port_trees.png
(1 px per um)
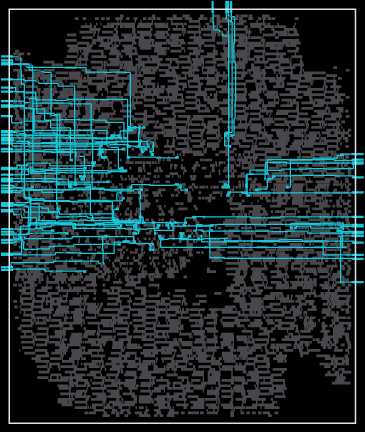
class_map.png
(1 px per um) Fill, decap, tap and diode cells in grey.
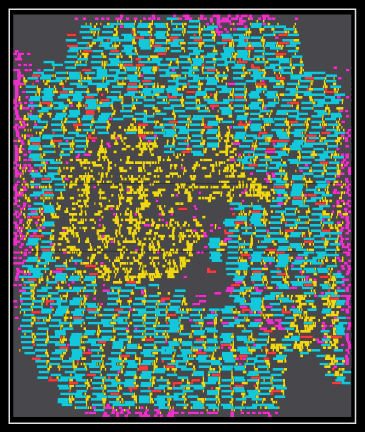
clock_nets.png
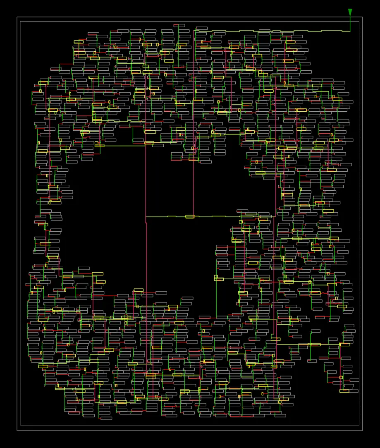
m2.png
(1 px per um)
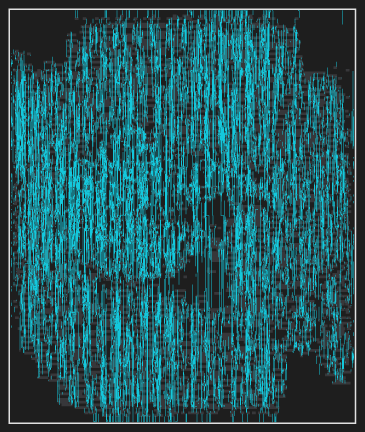
==> src/rtl/br_resolve_queue.sv <==
// -----------------------------------------------------------------------------
// br_resolve_queue
//   Multi-thread branch resolution unit. Each cycle at most one BRANCH or
//   UNCOND_BRANCH op is resolved (direction, target, mispredict) and queued in
//   the FIFO of its thread. One result per cycle is drained round-robin to the
//   CDB/ROB under a valid/ready handshake. Threads can be squashed
//   individually, and each thread keeps a saturating mispredict counter.
//
// Ports
//   clock, reset          clock; asynchronous active-low reset
//   in_valid / in_ready   issue handshake; in_ready[t] means FIFO t has space
//   in_tid .. in_dest_prn branch op fields from the issue stage
//   squash_valid/_tid     empty the FIFO of one thread
//   out_valid / out_ready result handshake towards the CDB/ROB
//   out_tid .. out_mispredict  resolved result at the head of the chosen FIFO
//   mispred_cnt           per-thread counters, thread t at [t*CNT_W +: CNT_W]
// -----------------------------------------------------------------------------
module br_resolve_queue #(
  parameter int XLEN    = 64,
  parameter int DISP_W  = 21,
  parameter int THREADS = 2,
  parameter int DEPTH   = 4,
  parameter int ROB_W   = 5,
  parameter int PRN_W   = 7,
  parameter int CNT_W   = 16,
  parameter int TID_W   = (THREADS > 1) ? $clog2(THREADS) : 1
) (
  input  logic                     clock,
  input  logic                     reset,
  input  logic                     in_valid,
  output logic [THREADS-1:0]       in_ready,
  input  logic [TID_W-1:0]         in_tid,
  input  logic                     in_uncond,
  input  logic                     in_is_jump,
  input  logic [2:0]               in_cond_op,
  input  logic [DISP_W-1:0]        in_disp,
  input  logic [XLEN-1:0]          in_next_pc,
  input  logic [XLEN-1:0]          in_op1,
  input  logic [XLEN-1:0]          in_op2,
  input  logic                     in_pred_taken,
  input  logic [XLEN-1:0]          in_pred_target,
  input  logic [ROB_W-1:0]         in_rob_idx,
  input  logic [PRN_W-1:0]         in_dest_prn,
  input  logic                     squash_valid,
  input  logic [TID_W-1:0]         squash_tid,
  output logic                     out_valid,
  input  logic                     out_ready,
  output logic [TID_W-1:0]         out_tid,
  output logic [ROB_W-1:0]         out_rob_idx,
  output logic [PRN_W-1:0]         out_dest_prn,
  output logic [XLEN-1:0]          out_result,
  output logic [XLEN-1:0]          out_redirect_pc,
  output logic                     out_taken,
  output logic                     out_mispredict,
  output logic [THREADS*CNT_W-1:0] mispred_cnt
);

  localparam int PTR_W = $clog2(DEPTH);
  localparam logic [PTR_W:0] FULL_CNT = (PTR_W+1)'(DEPTH);

  typedef enum logic [1:0] {
    COND_LBC = 2'b00,
    COND_EQ  = 2'b01,
    COND_LT  = 2'b10,
    COND_LE  = 2'b11
  } cond_e;

  typedef struct packed {
    logic [ROB_W-1:0] rob_idx;
    logic [PRN_W-1:0] dest_prn;
    logic [XLEN-1:0]  result;
    logic [XLEN-1:0]  redirect_pc;
    logic             taken;
    logic             mispredict;
  } entry_t;

  // ---------------------------------------------------------------------------
  // Resolve the incoming op (purely combinational on the issue inputs)
  // ---------------------------------------------------------------------------
  entry_t          res_entry;
  logic            op2_zero;
  logic            cond_raw;
  logic            res_taken;
  logic [XLEN-1:0] disp_off;
  logic [XLEN-1:0] res_target;

  // NOTE: every signal written here gets a default first so that no path
  // through the block leaves it unassigned, which would infer a latch.
  always_comb begin
    op2_zero   = (in_op2 == '0);
    cond_raw   = 1'b0;
    res_taken  = 1'b0;
    disp_off   = '0;
    res_target = '0;
    res_entry  = '0;

    case (cond_e'(in_cond_op[1:0]))
      COND_LBC: cond_raw = ~in_op2[0];
      COND_EQ:  cond_raw = op2_zero;
      COND_LT:  cond_raw = in_op2[XLEN-1];
      COND_LE:  cond_raw = in_op2[XLEN-1] | op2_zero;
      default:  cond_raw = 1'b0;
    endcase

    res_taken = in_uncond ? 1'b1 : (cond_raw ^ in_cond_op[2]);

    // Displacement counts instruction words: sign-extend, then scale by 4.
    disp_off   = {{(XLEN-DISP_W){in_disp[DISP_W-1]}}, in_disp} << 2;
    res_target = (in_uncond && in_is_jump) ? (in_op1 & in_op2)
                                           : (in_next_pc + disp_off);

    res_entry.rob_idx     = in_rob_idx;
    res_entry.dest_prn    = in_dest_prn;
    res_entry.result      = in_uncond ? in_next_pc : '0;
    res_entry.redirect_pc = res_taken ? res_target : in_next_pc;
    res_entry.taken       = res_taken;
    res_entry.mispredict  = (res_taken != in_pred_taken) ||
                            (res_taken && (res_target != in_pred_target));
  end

  // ---------------------------------------------------------------------------
  // Per-thread FIFO state
  // ---------------------------------------------------------------------------
  entry_t           mem_q   [THREADS][DEPTH];
  logic [PTR_W-1:0] wr_ptr_q[THREADS], wr_ptr_d[THREADS];
  logic [PTR_W-1:0] rd_ptr_q[THREADS], rd_ptr_d[THREADS];
  logic [PTR_W:0]   count_q [THREADS], count_d [THREADS];
  logic [CNT_W-1:0] cnt_q   [THREADS], cnt_d   [THREADS];
  logic [TID_W-1:0] rr_q, rr_d;

  logic [THREADS-1:0] push;
  logic [THREADS-1:0] pop;
  logic               cand_found;
  logic [TID_W-1:0]   cand_tid;
  entry_t             head;

  // in_ready depends only on registered occupancy, so a pop in the same cycle
  // never opens a slot (no out_ready -> in_ready combinational path).
  always_comb begin
    in_ready = '0;
    for (int t = 0; t < THREADS; t++) begin
      in_ready[t] = (count_q[t] != FULL_CNT);
    end
  end

  // Round-robin pick: first non-empty FIFO starting at rr_q; a thread being
  // squashed this cycle is never offered.
  always_comb begin
    cand_found = 1'b0;
    cand_tid   = '0;
    for (int i = 0; i < THREADS; i++) begin
      int t;
      t = int'(rr_q) + i;
      if (t >= THREADS) t = t - THREADS;
      if (!cand_found && (count_q[t] != '0) &&
          !(squash_valid && (squash_tid == TID_W'(t)))) begin
        cand_found = 1'b1;
        cand_tid   = TID_W'(t);
      end
    end
  end

  always_comb begin
    head            = mem_q[cand_tid][rd_ptr_q[cand_tid]];
    out_valid       = cand_found;
    out_tid         = cand_found ? cand_tid         : '0;
    out_rob_idx     = cand_found ? head.rob_idx     : '0;
    out_dest_prn    = cand_found ? head.dest_prn    : '0;
    out_result      = cand_found ? head.result      : '0;
    out_redirect_pc = cand_found ? head.redirect_pc : '0;
    out_taken       = cand_found ? head.taken       : 1'b0;
    out_mispredict  = cand_found ? head.mispredict  : 1'b0;
  end

  always_comb begin
    push = '0;
    pop  = '0;
    rr_d = rr_q;
    for (int t = 0; t < THREADS; t++) begin
      push[t] = in_valid && (in_tid == TID_W'(t)) && in_ready[t] &&
                !(squash_valid && (squash_tid == TID_W'(t)));
      pop[t]  = cand_found && out_ready && (cand_tid == TID_W'(t));

      wr_ptr_d[t] = wr_ptr_q[t];
      rd_ptr_d[t] = rd_ptr_q[t];
      count_d[t]  = count_q[t];
      cnt_d[t]    = cnt_q[t];

      if (squash_valid && (squash_tid == TID_W'(t))) begin
        wr_ptr_d[t] = '0;
        rd_ptr_d[t] = '0;
        count_d[t]  = '0;
      end else begin
        // Pointers wrap naturally because DEPTH is a power of two.
        if (push[t]) wr_ptr_d[t] = wr_ptr_q[t] + PTR_W'(1);
        if (pop[t])  rd_ptr_d[t] = rd_ptr_q[t] + PTR_W'(1);
        if (push[t] && !pop[t]) count_d[t] = count_q[t] + (PTR_W+1)'(1);
        if (!push[t] && pop[t]) count_d[t] = count_q[t] - (PTR_W+1)'(1);
      end

      if (pop[t] && head.mispredict && (cnt_q[t] != '1)) begin
        cnt_d[t] = cnt_q[t] + CNT_W'(1);
      end
    end

    if (cand_found && out_ready) begin
      rr_d = (cand_tid == TID_W'(THREADS-1)) ? '0 : cand_tid + TID_W'(1);
    end
  end

  always_comb begin
    mispred_cnt = '0;
    for (int t = 0; t < THREADS; t++) begin
      mispred_cnt[t*CNT_W +: CNT_W] = cnt_q[t];
    end
  end

  // NOTE: sequential state uses non-blocking assignments so every register
  // samples its next value from the same pre-edge state.
  always_ff @(posedge clock or negedge reset) begin
    if (!reset) begin
      rr_q <= '0;
      for (int t = 0; t < THREADS; t++) begin
        wr_ptr_q[t] <= '0;
        rd_ptr_q[t] <= '0;
        count_q[t]  <= '0;
        cnt_q[t]    <= '0;
      end
    end else begin
      rr_q <= rr_d;
      for (int t = 0; t < THREADS; t++) begin
        wr_ptr_q[t] <= wr_ptr_d[t];
        rd_ptr_q[t] <= rd_ptr_d[t];
        count_q[t]  <= count_d[t];
        cnt_q[t]    <= cnt_d[t];
      end
    end
  end

  // NOTE: the storage array has no reset; occupancy counts gate every read,
  // so stale contents are never observable and the array maps onto plain RAM.
  always_ff @(posedge clock) begin
    for (int t = 0; t < THREADS; t++) begin
      if (push[t]) mem_q[t][wr_ptr_q[t]] <= res_entry;
    end
  end

endmodule
==> config.mk <==
export PLATFORM = sky130hd
export DESIGN_NAME = br_resolve_queue
export DESIGN_NICKNAME = d
export VERILOG_FILES = /design/src/rtl/br_resolve_queue.sv
export SDC_FILE = /design/constraint.sdc
export NUM_CORES = 2
export LEC_CHECK = 0
export CORE_ASPECT_RATIO = 1.2
export CORE_MARGIN = 3
export CORE_UTILIZATION = 40
export DETAILED_ROUTE_END_ITERATION = 6
export HOLD_SLACK_MARGIN = 0.1
export PLACE_DENSITY = 0.56
export SETUP_SLACK_MARGIN = 0.02
export SLEW_MARGIN = 0
export SYNTH_ARGS = -nofsm -noshare
export SYNTH_HDL_FRONTEND = slang
export SYNTH_SLANG_ARGS = --single-unit
==> constraint.sdc <==
create_clock -name clock -period 6.6 [get_ports clock]
set_input_delay 0.66 -clock clock [delete_from_list [all_inputs] [get_ports clock]]
set_output_delay 0.66 -clock clock [all_outputs]
set_load 0.02 [all_outputs]
==> impl_metrics.tcl <==
# metrics dict for downstream scripts
set metrics [dict create \
    status "finished clean" \
    critical_path.max_fanout 60 \
    io_buffers 479 \
    ys_ff 1183 \
    die_area_um2 142200 \
    synth_area_per_cell_um2 11.15 \
    htree_levels 3 \
    cts_tree "yes" \
    drt_wl_total_um 199300 \
    crit_cells 14 \
    max_cap_violations 0 \
    ys_warn_count 0 \
    ys_types 97 \
    tns_ns 0 \
    grt_pass1_wl_um 280200 \
    drv_slew 0 \
    final-hold-violation-count 0 \
    warnings 53 \
    gp_congestion 1.021 \
    synthArstFlopShare_pct 3.973 \
    ys_cells 4941 \
    logic_area_um2 18450 \
    fin_crit_ns 5.747 \
    antenna_found_initial 36 \
    grt_pass1_vias 38960 \
    clk_pin_slew_ns 0.06 \
    synth_nets 5317 \
    grt_max_degree 159 \
    worstSetupEndpointType "output port" \
    aoi_share_pct 9.223 \
    mux_share_pct 0.7656 \
    crit_chain "nor3_1 > nor3_1 > or3_4 > inv_8 > nand2_1 > nand2_4 > buf_12 > buf_4 > nand2_1 > and3_1 > a311oi_1 > a31oi_1 > nor2_1 > clkdlybuf4s50_1" \
    finalSetupViolCount 0 \
    track_usage_pct 27.33 \
    die_w_um 344.7 \
    p_leak_nw 23.31 \
    path_buffers 4 \
    max_slew_margin_pct 23.59 \
    synth-adder-area-share_pct 1.722 \
    cp_data_arrival_time_ns 5.09 \
    ff_type "edfxtp_1" \
    ys_area_um2 55080 \
    crit_path_max_incr_delay_ns 0.64 \
    fp-utilization_pct 40.47 \
    top_area_cell "edfxtp_1" \
    dp_hpwl_um 135700 \
    via_count 41990 \
    crit_required_ns 5.94 \
    drt.antenna.violating_nets 0 \
    common_cells "nand2_1, edfxtp_1, nand3_1" \
    simple_gate_share_pct 19.54 \
    worst_pin_slew_ns 1.146 \
    cts-hold-fix-buffers 0 \
]
Back to the opening pictures, port_trees.png:
[`in_pred_target`] cyan | bits: 64 | direction: input | end cells: 141 | buffers: 64 | wire: 9,160 um

Back to the opening pictures, class_map.png:
[clock drivers and dummy loads] red | cells: 222 | share of their area: 5.8%
[remaining buffers and delay cells] magenta | cells: 593 | share of their area: 9.4%
[registers] cyan | cells: 1,183 | share of their area: 56%
[remaining logic cells] yellow | cells: 3,441 | share of their area: 29%

Back to the opening pictures, clock_nets.png:
num sequential: 1,183
cts bufs inserted: 118
Late-Pin Clk Latency: 0.73 ns
TritonCTS Sinks: 1,183

Back to the opening pictures, m2.png:
nets with wire on the layer: 4,528
wire length on this layer: 90.7 mm

==> layout make-up <==
class	instances	area share (%)
antenna	23	0.08736
clock buffer	152	4.772
clock inverter	70	0.8565
inverter	38	0.2317
multi-input combinational	3403	28.01
sequential	1183	53.56
tap	1800	3.418
timing repair buffer	593	9.066
==> layout by cell type (no fill, tap or decap), types with 24 or more instances in the layout <==
master / synthesis / final
a21oi_1: 165 / 165
a311oi_1: 145 / 145
a31oi_1: 177 / 177
and2_1: 76 / 68
and3_1: 170 / 170
buf_12: 0 / 27
buf_4: 3 / 87
clkbuf_1: 255 / 31
clkbuf_16: 0 / 121
clkdlybuf4s50_1: 0 / 476
clkinv_1: 1 / 29
clkinv_2: 0 / 24
dfrtp_1: 47 / 47
edfxtp_1: 1136 / 1136
ha_1: 71 / 71
inv_1: 35 / 35
nand2_1: 1288 / 1286
nand3_1: 339 / 339
nand4_1: 60 / 60
nor2_1: 325 / 325
nor3_1: 38 / 38
nor4_1: 39 / 39
o21ai_0: 65 / 65
xnor2_1: 87 / 87
xor2_1: 45 / 45
==> worst reg2reg max path, cell delays in order, from the launching register on <==
cell	delay [ns]
dfrtp_1	0.45
nor3_1	0.40
nor3_1	0.08
or3_4	0.48
inv_8	0.34
mux2i_4	0.58
mux4_2	0.42
mux2i_1	0.27
a311oi_2	0.55
nand4_1	0.26
nor2_2	0.23
nand2_1	0.11
nor2_1	0.13
xor2_1	0.15
==> routing by layer <==
layer / part of all wire (%) / vias up
li1: - / 18980
met1: 42 / 20910
met2: 46 / 1851
met3: 9.0 / 241
met4: 3.1 / 12
met5: 0.040 / -
==> flip-flops by register name, indices dropped and copies added (netlist names) <==
signal	cells
mem_q	1136
rd_ptr_q	4
wr_ptr_q	4
count_q	6
mispred_cnt	32
rr_q	1
==> report_power, final <==
part | leakage, nW | internal, mW | switching [mW] | total [mW]
clock network | 1.82 | 3.66 | 2.82 | 6.48
logic | 10.5 | 4.53 | 8.51 | 13.0
registers | 11.0 | 9.01 | 0.188 | 9.20
total | 23.3 | 17.2 | 11.5 | 28.7
==> per-stage QoR <==
step,hold WS [ns],instances
after floorplan,0.3644,4941
after global placement,0.4799,7017
after detailed placement,0.4793,7017
after CTS,0.1175,7239
after global routing,0.1986,7239
final,0.1291,7262
==> kinds of logic (layout without fill, tap and decap cells) <==
| logic type | Yosys count | in the layout |
|---|---|---|
| flops | 1183 | 1183 |
| compound gates | 739 | 739 |
| buf+inv | 355 | 853 |
| simple gates | 2421 | 2421 |
| other cells | 0 | 23 |
| fa+ha+maj | 74 | 74 |
| xor+xnor | 133 | 133 |
| mux | 36 | 36 |
==> worst max-delay path by stage <==
| stage | from | to |
|---|---|---|
| 2_1_floorplan | in_tid | mem_q[0][0] |
| 3_3_place_gp | in_next_pc[13] | mem_q[1][426] |
| 3_5_place_dp | in_next_pc[13] | mem_q[1][142] |
| 4_1_cts | count_q[3] | out_result[24] |
| 5_1_grt | count_q[3] | out_redirect_pc[34] |
| 6_report | count_q[3] | out_redirect_pc[47] |
Power figures rest on the tool's default switching activity, not on a simulated workload.
